## src/rtl/sm4_arb.sv

```systemverilog
// sm4_arb: two-port round-robin front end for a shared SM4 engine.
// One transaction in flight; a watchdog aborts a stalled engine.
module sm4_arb #(
  parameter int TIMEOUT = 64
) (
  input  logic         clk,
  input  logic         rstn,
  input  logic         r0_valid,
  output logic         r0_ready,
  input  logic [127:0] r0_data,
  input  logic [127:0] r0_key,
  input  logic         r0_dec,
  input  logic         r1_valid,
  output logic         r1_ready,
  input  logic [127:0] r1_data,
  input  logic [127:0] r1_key,
  input  logic         r1_dec,
  output logic         o0_valid,
  input  logic         o0_ready,
  output logic [127:0] o0_data,
  output logic         o0_err,
  output logic         o1_valid,
  input  logic         o1_ready,
  output logic [127:0] o1_data,
  output logic         o1_err,
  output logic         eng_start,
  output logic [127:0] eng_data,
  output logic [127:0] eng_key,
  output logic         eng_dec,
  input  logic [127:0] eng_dout,
  input  logic         eng_done,
  output logic         busy,
  output logic         grant_id
);

  localparam logic [1:0] IDLE  = 2'd0;
  localparam logic [1:0] ISSUE = 2'd1;
  localparam logic [1:0] WAIT  = 2'd2;
  localparam logic [1:0] RESP  = 2'd3;

  logic [1:0]   state;
  logic [1:0]   state_nx;
  logic         last_grant;
  logic         gsel;
  logic         accept;
  logic         in_resp;
  logic         o_hs;
  logic         tmo;
  logic [7:0]   cnt;
  logic [127:0] resp_data;
  logic         resp_err;

  // On a tie the port that did not win last time is served.
  assign gsel     = (r0_valid & r1_valid) ? ~last_grant : r1_valid;
  assign accept   = (state == IDLE) & (r0_valid | r1_valid);
  assign r0_ready = accept & ~gsel;
  assign r1_ready = accept & gsel;

  assign eng_start = (state == ISSUE);
  assign busy      = (state != IDLE);
  assign in_resp   = (state == RESP);
  assign tmo       = (cnt == 8'(TIMEOUT - 1));

  assign o0_valid = in_resp & ~grant_id;
  assign o1_valid = in_resp & grant_id;
  assign o0_data  = o0_valid ? resp_data : '0;
  assign o1_data  = o1_valid ? resp_data : '0;
  assign o0_err   = o0_valid & resp_err;
  assign o1_err   = o1_valid & resp_err;
  assign o_hs     = (o0_valid & o0_ready) | (o1_valid & o1_ready);

  always_comb begin
    state_nx = state;
    unique case (state)
      IDLE:    if (accept) state_nx = ISSUE;
      ISSUE:   state_nx = WAIT;
      WAIT:    if (eng_done || tmo) state_nx = RESP;
      RESP:    if (o_hs) state_nx = IDLE;
      default: state_nx = IDLE;
    endcase
  end

  always_ff @(posedge clk or negedge rstn) begin
    if (!rstn) begin
      state      <= IDLE;
      last_grant <= 1'b1;
      grant_id   <= 1'b0;
    end else begin
      state <= state_nx;
      if (accept) grant_id <= gsel;
      if (o_hs) last_grant <= grant_id;
    end
  end

  always_ff @(posedge clk or negedge rstn) begin
    if (!rstn) begin
      eng_data <= '0;
      eng_key  <= '0;
      eng_dec  <= 1'b0;
    end else if (accept) begin
      eng_data <= gsel ? r1_data : r0_data;
      eng_key  <= gsel ? r1_key  : r0_key;
      eng_dec  <= gsel ? r1_dec  : r0_dec;
    end
  end

  // Done beats the watchdog when both land in the same cycle.
  always_ff @(posedge clk or negedge rstn) begin
    if (!rstn) begin
      cnt       <= '0;
      resp_data <= '0;
      resp_err  <= 1'b0;
    end else begin
      if (state == ISSUE) cnt <= '0;
      else if (state == WAIT) cnt <= cnt + 8'd1;
      if (state == WAIT) begin
        if (eng_done) begin
          resp_data <= eng_dout;
          resp_err  <= 1'b0;
        end else if (tmo) begin
          resp_data <= '0;
          resp_err  <= 1'b1;
        end
      end
    end
  end

endmodule

```

## config.mk

```make
export PLATFORM = sky130hd
export DESIGN_NAME = sm4_arb
export DESIGN_NICKNAME = d
export VERILOG_FILES = /design/src/rtl/sm4_arb.sv
export SDC_FILE = /design/constraint.sdc
export NUM_CORES = 1
export LEC_CHECK = 0
export CAP_MARGIN = 20
export CORE_AREA = 10 10 454 456
export CTS_CLUSTER_SIZE = 28
export DETAILED_ROUTE_END_ITERATION = 7
export DIE_AREA = 0 0 464 466
export PLACE_DENSITY = 0.31
export REMOVE_ABC_BUFFERS = 1
export SYNTH_ARGS = -nofsm -noshare
export SYNTH_HDL_FRONTEND = slang
export SYNTH_SLANG_ARGS = --single-unit
```

## constraint.sdc

```tcl
create_clock -name clk -period 3.9 [get_ports clk]
set_input_delay 0.39 -clock clk [delete_from_list [all_inputs] [get_ports clk]]
set_output_delay 0.39 -clock clk [all_outputs]
set_load 0.05 [all_outputs]
```

==> results.sh <==
# implementation run metrics
export IMPL_vias_per_cell=3.42
export IMPL_flop_area_mm2=0.00996
export IMPL_ys_sh_simple_pct=10.1
export IMPL_yosysTopAreaCell="dfrtp_1"
export IMPL_slowest_delay_ns=0.82
export IMPL_yosys_area_mm2=0.0174
export IMPL_tap_cell_count=2640
export IMPL_path_clk_slew_ns=0.07
export IMPL_dp_hpwl_um=118000
export IMPL_clock_root_buffer="clkbuf_16"
export IMPL_critical_path_buf_inv_count=2
export IMPL_p_int_mw=15.2
export IMPL_cts_buffer_depth=3
export IMPL_die_h_um=466
export IMPL_tightest_slew_ns=1.02
export IMPL_p_clk_share_pct=18.1
export IMPL_crit_chain="ha_4, nor2b_4, buf_12, and2_1, clkdlybuf4s50_1"
export IMPL_endpoint_kind="primary output"
export IMPL_ys_sh_aoi_pct=21.9
export IMPL_mux_share_pct=0.309
export IMPL_fmax_mhz=285
export IMPL_pg_clk_mw=5.44
export IMPL_top_area_share_pct=57.0
export IMPL_p_comb_mw=16.7
export IMPL_fa_ha_area_share_pct=0.431
export IMPL_logic_gate_count=701
export IMPL_area_delta_synth_final_pct=97.2
export IMPL_cts_hold_buf=1
export IMPL_yosys_cell_count_top_type="dfrtp_1"
export IMPL_postSynthCellCount=1524
export IMPL_cp_slowest_cell="clkdlybuf4s50_1"
export IMPL_cts_sinks=398
export IMPL_crit_cells=5
export IMPL_ys_cells=1524
export IMPL_sh_comb_area_pct=16.8
export IMPL_p_switching_mw=14.8
export IMPL_grt_overflow=0
export IMPL_logic_area_mm2=0.00578
export IMPL_globalplace_congestion=0.777
export IMPL_antenna_found_initial=86
export IMPL_portBuffers=1170
export IMPL_crit_family="buffers and inverters"
export IMPL_post_cts_resized=0
export IMPL_yosys_warnings=0
export IMPL_cap_violations=0
export IMPL_drtAntennaViolNets=0
export IMPL_postSynth_asyncResetShare_pct=100
export IMPL_placed_cells=5227
export IMPL_syn_avg_cell_area_um2=11.4
export IMPL_fin_crit_sh_pct=90.1
export IMPL_netlist_logic_family_top="AND-OR/OR-AND gates"
export IMPL_status="complete, no violations"
export IMPL_final_setup_viol_count=0
export IMPL_min_period_ns=3.51
export IMPL_coreArea_mm2=0.197
export IMPL_r2r_setup_slack_ns=1.16
export IMPL_clock_area_share_pct=5.51
export IMPL_powerDensity_mw_per_mm2=873
export IMPL_area_leaders="dfrtp_1, a222oi_1, a22o_1"
export IMPL_cp_start_kind="flop"
export IMPL_p_seq_share_pct=26.2
export IMPL_die_area_mm2=0.216
export IMPL_leakage_nw=14.7
export IMPL_grt_pass1_vias=19100
export IMPL_r2r_start="state[0]$_DFFE_PN0P_"
export IMPL_nets=3300
export IMPL_ys_types=33
export IMPL_synthFlopType="dfrtp_1"
export IMPL_hold_class="in2reg"
export IMPL_buffer_area_share_pct=36.0
export IMPL_ir_drop_v=0.000303
export IMPL_cts_tree="built"
export IMPL_ctsHtreeMaxLevel=2
export IMPL_cp_max_fo=127
export IMPL_drive_above_1_share_pct=5.80
export IMPL_worstRegToRegCells=8
export IMPL_ys_seq_share_pct=57.1
==> routing by layer <==
| metal | share of wire [%] | wire [µm] | track usage, % |
|---|---|---|---|
| met1 | 36 | 52100 | 13.3 |
| met2 | 52 | 75000 | 22.8 |
| met3 | 9.8 | 14300 | 5.29 |
| met4 | 2.5 | 3660 | 3.78 |
| met5 | 0.12 | 174 | 0 |
==> sequential cells by signal, indices dropped and copies added (netlist names) <==
register and count:
state 2, eng_dec 1, last_grant 1, eng_key 128
resp_data 128, cnt 8, resp_err 1, grant_id 1
eng_data 128
==> placed cells by master, fill, tap and decap left out, types with 3 or more instances in the layout <==
cell type,instances
inv_1,267
mux2_2,3
and3_1,129
diode_2,20
dfrtp_1,396
and2_1,130
nor2_1,7
nand2_1,6
buf_12,22
buf_4,33
clkbuf_16,56
ha_1,5
o22ai_1,4
a22o_1,128
a21oi_1,7
clkbuf_8,14
clkbuf_1,14
clkdlybuf4s50_1,1165
a222oi_1,257
clkinv_2,8
bufinv_16,5
==> stage by stage <==
stage	hold slack (ns)	area (µm²)	setup WS (ns)	setup TNS [ns]	util (%)
after global placement	0.485	32400	1.07	0	16.5
after CTS	0.208	34300	0.252	0	17.5
final	0.306	34400	0.386	0	17.5
after detailed placement	0.491	32400	1.05	0	16.5
after floorplan	0.0944	16700	-7.86	-2579.39	-
after global routing	0.239	34400	0.181	0	17.5
==> logic make-up after synthesis <==
| logic type | after synthesis |
|---|---|
| buffers and inverters | 425 |
| adders and majority gates | 6 |
| and+or+nand+nor | 283 |
| muxes | 5 |
| AOI/OAI and AO/OA | 405 |
| xor gates and xnor gates | 2 |
| DFF | 398 |
Figure 1. Signal wires on met2.
The bar under the picture is 100 µm long.
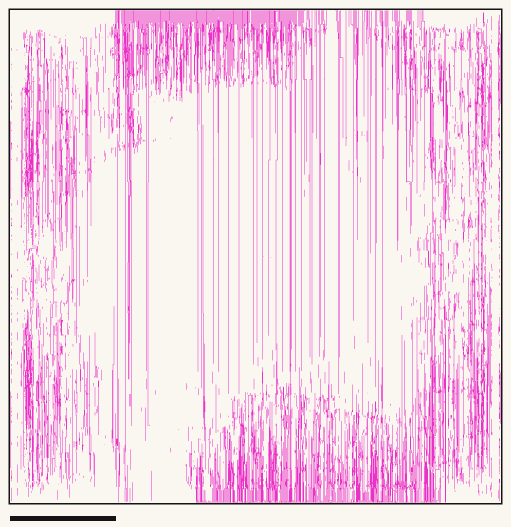
nets with wire on the layer: 2,807
main direction: vertical
longest straight run: 400 µm
via count: 18,300
drt total wl: 145,000 µm
met2 usage: 22.8%

Figure 2. Clock nets.
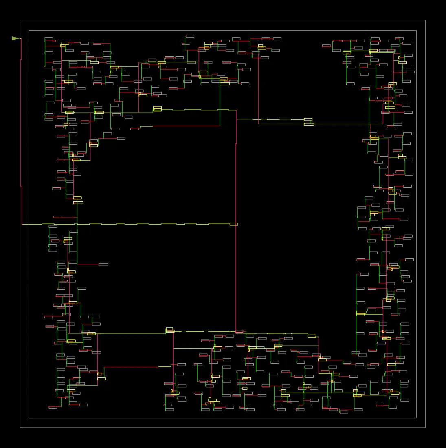
flop count: 398
clock buffers: 84
worst skew pair latency: 0.68 ns
Num CTS Buffers: 55

